<file path="src/rtl/dadda_pipe_if.sv">
// Streaming handshake bundle for dadda_pipe: operand side (in_*) and result side (out_*).
// The slave modport is the multiplier; the master modport is whoever drives and drains it.
interface dadda_pipe_if #(
    parameter int unsigned WIDTH = 8
);
    logic             in_valid;
    logic             in_ready;
    logic [WIDTH-1:0] in1;
    logic [WIDTH-1:0] in2;
    logic             approx_en;
    logic             out_valid;
    logic             out_ready;
    logic [WIDTH-1:0] out;
    logic [WIDTH-1:0] overflow;

    modport master (
        output in_valid, in1, in2, approx_en, out_ready,
        input  in_ready, out_valid, out, overflow
    );

    modport slave (
        input  in_valid, in1, in2, approx_en, out_ready,
        output in_ready, out_valid, out, overflow
    );
endinterface

</file>
<file path="src/rtl/dadda_pipe.sv">
// Pipelined unsigned Dadda-tree multiplier with valid/ready streaming and a per-transaction
// approximate mode that OR-compresses the low APPROX_COLS product columns.
module dadda_pipe #(
    parameter int unsigned WIDTH       = 8,
    parameter int unsigned STAGES      = 2,
    parameter int unsigned APPROX_COLS = 4
) (
    input  logic        clk,
    input  logic        rst_n,
    dadda_pipe_if.slave bus
);
    localparam int W  = int'(WIDTH);
    localparam int PW = 2 * W;
    localparam logic [PW-1:0] One     = {{(PW - 1){1'b0}}, 1'b1};
    localparam logic [PW-1:0] LowMask = (One << APPROX_COLS) - One;

    // Partial products of column col are stacked by multiplicand index starting at col_lo.
    function automatic int col_lo(input int col);
        return (col >= W) ? col - W + 1 : 0;
    endfunction

    function automatic int col_height(input int col);
        int hi;
        hi = (col < W) ? col : W - 1;
        return (hi >= col_lo(col)) ? hi - col_lo(col) + 1 : 0;
    endfunction

    // Dadda reduction down to two rows; returns {row1, row0}.
    function automatic logic [2*PW-1:0] dadda_reduce(input logic [PW-1:0][W-1:0] mat);
        logic [PW-1:0][W-1:0] cur;
        logic [PW-1:0][W-1:0] nxt;
        logic [PW-1:0]        row0;
        logic [PW-1:0]        row1;
        int                   h_cur   [PW];
        int                   h_nxt   [PW];
        int                   targets [16];
        int                   n_t;
        int                   d;
        int                   idx;
        int                   left;
        logic                 s;
        logic                 c;

        cur = mat;
        for (int col = 0; col < PW; col++) h_cur[col] = col_height(col);
        for (int k = 0; k < 16; k++) targets[k] = 0;
        targets[0] = 2;
        n_t = 1;
        for (int k = 1; k < 16; k++) begin
            if (n_t == k && (targets[k-1] * 3) / 2 < W) begin
                targets[k] = (targets[k-1] * 3) / 2;
                n_t = k + 1;
            end
        end

        for (int t = 15; t >= 0; t--) begin
            if (t < n_t) begin
                d   = targets[t];
                nxt = '0;
                for (int col = 0; col < PW; col++) h_nxt[col] = 0;
                for (int col = 0; col < PW; col++) begin
                    idx = 0;
                    for (int k = 0; k < W; k++) begin
                        left = h_cur[col] - idx;
                        if (left + h_nxt[col] > d && left >= 2) begin
                            if (left + h_nxt[col] - d >= 2 && left >= 3) begin
                                s = cur[col][idx] ^ cur[col][idx+1] ^ cur[col][idx+2];
                                c = (cur[col][idx] & cur[col][idx+1]) |
                                    (cur[col][idx+2] & (cur[col][idx] ^ cur[col][idx+1]));
                                idx = idx + 3;
                            end else begin
                                s   = cur[col][idx] ^ cur[col][idx+1];
                                c   = cur[col][idx] & cur[col][idx+1];
                                idx = idx + 2;
                            end
                            nxt[col][h_nxt[col]] = s;
                            h_nxt[col] = h_nxt[col] + 1;
                            if (col + 1 < PW) begin
                                nxt[col+1][h_nxt[col+1]] = c;
                                h_nxt[col+1] = h_nxt[col+1] + 1;
                            end
                        end
                    end
                    for (int k = 0; k < W; k++) begin
                        if (k >= idx && k < h_cur[col]) begin
                            nxt[col][h_nxt[col]] = cur[col][k];
                            h_nxt[col] = h_nxt[col] + 1;
                        end
                    end
                end
                cur   = nxt;
                h_cur = h_nxt;
            end
        end

        for (int col = 0; col < PW; col++) begin
            row0[col] = cur[col][0];
            row1[col] = cur[col][1];
        end
        return {row1, row0};
    endfunction

    logic [PW-1:0][W-1:0] pp_mat;
    logic [PW-1:0]        or_bits;
    logic [2*PW-1:0]      rows;
    logic [PW-1:0]        row_a;
    logic [PW-1:0]        row_b;

    // Approximated columns are kept out of the tree entirely, so they can never carry upward.
    always_comb begin
        pp_mat  = '0;
        or_bits = '0;
        for (int i = 0; i < W; i++) begin
            for (int j = 0; j < W; j++) begin
                if (bus.approx_en && LowMask[i+j]) begin
                    or_bits[i+j] = or_bits[i+j] | (bus.in1[i] & bus.in2[j]);
                end else begin
                    pp_mat[i+j][i - col_lo(i + j)] = bus.in1[i] & bus.in2[j];
                end
            end
        end
        rows  = dadda_reduce(pp_mat);
        row_a = rows[PW-1:0] | or_bits;
        row_b = rows[2*PW-1:PW];
    end

    logic [STAGES-1:0] valid_q;
    logic [PW-1:0]     prod_d;
    logic [PW-1:0]     prod_q;
    logic              last_in_valid;
    logic              advance;

    // Global stall: every stage moves only when the output slot is free or draining.
    assign advance       = !(valid_q[STAGES-1] && !bus.out_ready);
    assign bus.in_ready  = advance;
    assign bus.out_valid = valid_q[STAGES-1];
    assign bus.out       = prod_q[W-1:0];
    assign bus.overflow  = prod_q[PW-1:W];

    if (STAGES == 1) begin : g_single
        assign prod_d        = row_a + row_b;
        assign last_in_valid = bus.in_valid;
    end else begin : g_multi
        logic [PW-1:0] a_q [STAGES-1];
        logic [PW-1:0] b_q [STAGES-1];

        always_ff @(posedge clk or negedge rst_n) begin
            if (!rst_n) begin
                for (int k = 0; k < STAGES - 1; k++) begin
                    a_q[k] <= '0;
                    b_q[k] <= '0;
                end
            end else if (advance) begin
                if (bus.in_valid) begin
                    a_q[0] <= row_a;
                    b_q[0] <= row_b;
                end
                for (int k = 1; k < STAGES - 1; k++) begin
                    if (valid_q[k-1]) begin
                        a_q[k] <= a_q[k-1];
                        b_q[k] <= b_q[k-1];
                    end
                end
            end
        end

        assign prod_d        = a_q[STAGES-2] + b_q[STAGES-2];
        assign last_in_valid = valid_q[STAGES-2];
    end

    always_ff @(posedge clk or negedge rst_n) begin
        if (!rst_n) begin
            valid_q <= '0;
            prod_q  <= '0;
        end else if (advance) begin
            valid_q[0] <= bus.in_valid;
            for (int k = 1; k < STAGES; k++) valid_q[k] <= valid_q[k-1];
            if (last_in_valid) prod_q <= prod_d;
        end
    end
endmodule
</file>
<file path="src/flat_wrapper.sv">
// flat-port wrapper written by rule: the top's interface ports become plain ports
module dadda_pipe_flat 
#(
    parameter int unsigned WIDTH       = 8,
    parameter int unsigned STAGES      = 2,
    parameter int unsigned APPROX_COLS = 4
)
  (clk, rst_n, bus_in_valid, bus_in1, bus_in2, bus_approx_en, bus_out_ready, bus_in_ready, bus_out_valid, bus_out, bus_overflow);
  dadda_pipe_if #(.WIDTH(WIDTH)) bus_i ();
  input  logic clk;
  input  logic rst_n;
  input wire logic [$bits(bus_i.in_valid)-1:0] bus_in_valid;
  input wire logic [$bits(bus_i.in1)-1:0] bus_in1;
  input wire logic [$bits(bus_i.in2)-1:0] bus_in2;
  input wire logic [$bits(bus_i.approx_en)-1:0] bus_approx_en;
  input wire logic [$bits(bus_i.out_ready)-1:0] bus_out_ready;
  output wire logic [$bits(bus_i.in_ready)-1:0] bus_in_ready;
  output wire logic [$bits(bus_i.out_valid)-1:0] bus_out_valid;
  output wire logic [$bits(bus_i.out)-1:0] bus_out;
  output wire logic [$bits(bus_i.overflow)-1:0] bus_overflow;
  assign bus_i.in_valid = bus_in_valid;
  assign bus_i.in1 = bus_in1;
  assign bus_i.in2 = bus_in2;
  assign bus_i.approx_en = bus_approx_en;
  assign bus_i.out_ready = bus_out_ready;
  assign bus_in_ready = bus_i.in_ready;
  assign bus_out_valid = bus_i.out_valid;
  assign bus_out = bus_i.out;
  assign bus_overflow = bus_i.overflow;
  dadda_pipe #(.WIDTH(WIDTH), .STAGES(STAGES), .APPROX_COLS(APPROX_COLS)) u_core (.clk(clk), .rst_n(rst_n), .bus(bus_i));
endmodule
</file>
<file path="config.mk">
export PLATFORM = sky130hd
export DESIGN_NAME = dadda_pipe_flat
export DESIGN_NICKNAME = d
export VERILOG_FILES = /design/src/rtl/dadda_pipe_if.sv /design/src/rtl/dadda_pipe.sv /design/src/flat_wrapper.sv
export SDC_FILE = /design/constraint.sdc
export NUM_CORES = 1
export LEC_CHECK = 0
export ABC_AREA = 0
export CORE_AREA = 2 2 98 100
export CTS_CLUSTER_DIAMETER = 50
export CTS_CLUSTER_SIZE = 25
export DETAILED_ROUTE_END_ITERATION = 8
export DIE_AREA = 0 0 100 102
export PLACE_DENSITY = 0.58
export SLEW_MARGIN = 20
export SYNTH_ARGS = -nofsm -noshare
export SYNTH_HDL_FRONTEND = slang
export SYNTH_SLANG_ARGS = --single-unit --ignore-timing --ignore-initial --compat-mode --unroll-limit 50000
</file>
<file path="constraint.sdc">
create_clock -name clk -period 2.65 [get_ports clk]
set_input_delay 0.53 -clock clk [delete_from_list [all_inputs] [get_ports clk]]
set_output_delay 0.53 -clock clk [all_outputs]
set_load 0.005 [all_outputs]
</file>
**M1 wires**

Drawn at 4 px/um. Supply wires on this layer in gray.
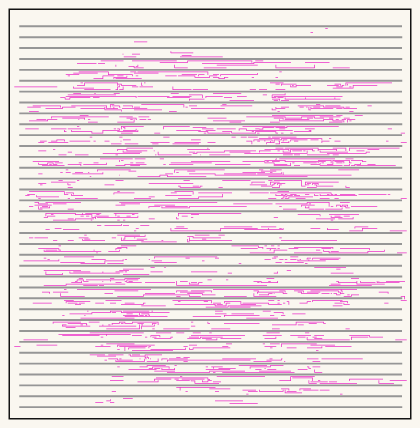
share of all routed wire: 49%
longest straight run: 35.9 um

**Gate-type map**

Drawn at 4 px/um.
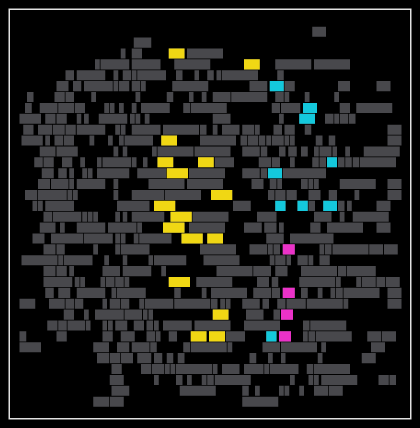
[magenta] XOR/XNOR gates | cells: 4
[cyan] AND-OR and OR-AND gates | cells: 9 | most used: a21o_1
[yellow] multiplexers | cells: 16 | most used: mux2_2
Final Non-Filler Cells: 564
most used logic cell in the final layout: sky130_fd_sc_hd__nand2_1
multi-input gate share of total cell area: 0.517

**Layout detail**

Region (35, 56) to (65, 86) um. Cells in gray, sequential cells in the stronger gray; small squares are vias.
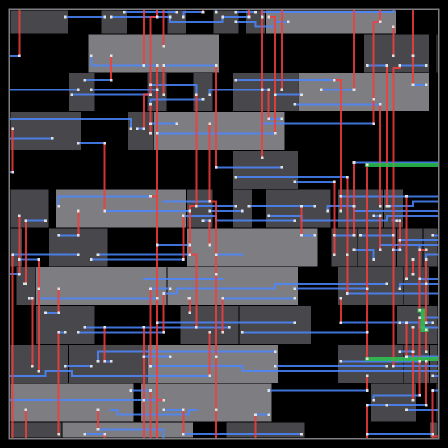
[blue] met1
[red] met2
[green] met3
sequential cells in the window: 11
most frequent: dfrtp_1 (11), nand2_1 (6), ha_1 (6)
netlist names of flops here include: u_core.g_multi.b_q (6), u_core.g_multi.a_q (5)
cells with their middle in the window: 46

==> flow.log <==
[report] extracting results
INFO  metric synth.avg_cell_area = 9.45 um^2
INFO  metric ir_worst_vdd = 0.000301 V
INFO  metric routed-wl-met2 = 3.80 mm
INFO  metric rsz0062_at_grt = true
INFO  metric initial_core_util = 0.415
INFO  metric clockRootBuffer = sky130_fd_sc_hd__clkbuf_8
INFO  metric highest_net_fanout_along_the_worst_path = 2
INFO  metric ff_type = sky130_fd_sc_hd__dfrtp_1
INFO  metric final_core_util = 0.512
INFO  metric track_usage = 0.171
INFO  metric yosys.cell_types.count = 46
INFO  metric hold_violations = 0
INFO  metric ctsResizeCount = 63
INFO  metric layout_top_cells = sky130_fd_sc_hd__nand2_1, sky130_fd_sc_hd__dfrtp_1, sky130_fd_sc_hd__inv_1
INFO  metric place.port_buffers = 38
INFO  metric total_clock_network_power = 620 uW
INFO  metric swShare = 0.367
INFO  metric globalplace.congestion = 0.886
INFO  metric power = 3.41 mW
INFO  metric highest-signal-layer = met4
INFO  metric comb_power = 1.69 mW
INFO  metric regToRegEndpoint = u_core.prod_q[15]
INFO  metric areaGrowthSynthToFinish = 23.4%
INFO  metric yosys-stat-cells = 400
INFO  metric power.sequential.total = 1.10 mW
INFO  metric synthAoiAreaFrac = 0.116
INFO  metric critical_path.n_buffers_inverters = 3
INFO  metric post-route-drc-count = 0
INFO  metric core-area = 9110 um^2
INFO  metric postSynthSeqShare = 0.311
INFO  metric global_route.overflow_total = 0
INFO  metric dpl_cell_area = 4420 um^2
INFO  metric synthesis.area = 3780 um^2
INFO  metric critical-path-max-stage-delay = 0.54 ns
INFO  metric routed_wire_length_per_instance = 14.2 um
INFO  metric critical_path_class = input port to flip-flop
INFO  metric failed_checks = setup timing
INFO  metric power_top_consumer = combinational logic
INFO  metric netlist_instances = 400
INFO  metric grt_first_pass_wirelength = 13.9 mm
INFO  metric wl_met3 = 194 um
INFO  metric numPlacedInstances = 550
INFO  metric drv_cap = 0
INFO  metric synth.mux.area_fraction = 0.0477
INFO  metric fraction_of_area_in_registers = 0.252
INFO  metric global_route.peak_usage_layer = met2
INFO  metric post-synth-top-area-fraction = 0.311
INFO  metric total_leakage_power = 2.25 nW
INFO  metric drt-pass1-iter-count = 4
INFO  metric timing.critical_path.max_delay_family = adder cells
INFO  metric p_per_area = 732 nW/um^2
INFO  metric final_antenna_net_count = 0
INFO  metric cts_buffers = 5
INFO  metric pre_cts_slack = -0.997 ns
INFO  metric via_count_of_the_first_global_routing_pass = 2,906
INFO  metric finalSetupViolCount = 9
INFO  metric relSlewSlack = 0.616
INFO  metric clock-skew-final = 0.0113 ns
INFO  metric layout.clock.cell_area_share = 0.0284
INFO  metric layout_setup_ws = -0.216 ns
INFO  metric largest_register_by_flop_count = u_core.prod_q
INFO  metric io_pins = 39
INFO  metric cts_num_sinks = 47
INFO  metric yosys_warnings = 0
INFO  metric cts.repair_timing.setup_buffer_count = 5
INFO  metric worst-endpoint-required = 2.85 ns
INFO  metric layout.clock_buffers = 6
INFO  metric largest_class = logic gates
INFO  metric die_area = 10,200 um^2
INFO  metric proportion_of_register_bits_with_asynchronous_set_or_reset_after_synthesis = 1.00
INFO  metric reg2reg_depth = 8
INFO  metric postCtsHoldBufs = 0
INFO  metric status = finished, violations left
INFO  metric layout.area.comb = 2410 um^2
INFO  metric library_cell_with_the_largest_summed_area_after_synthesis = sky130_fd_sc_hd__dfrtp_1
INFO  metric well_tap_count = 111
INFO  metric hpwlAfterDp = 6.37 mm
No activity file was given, so power comes from the tool's default toggle rates.
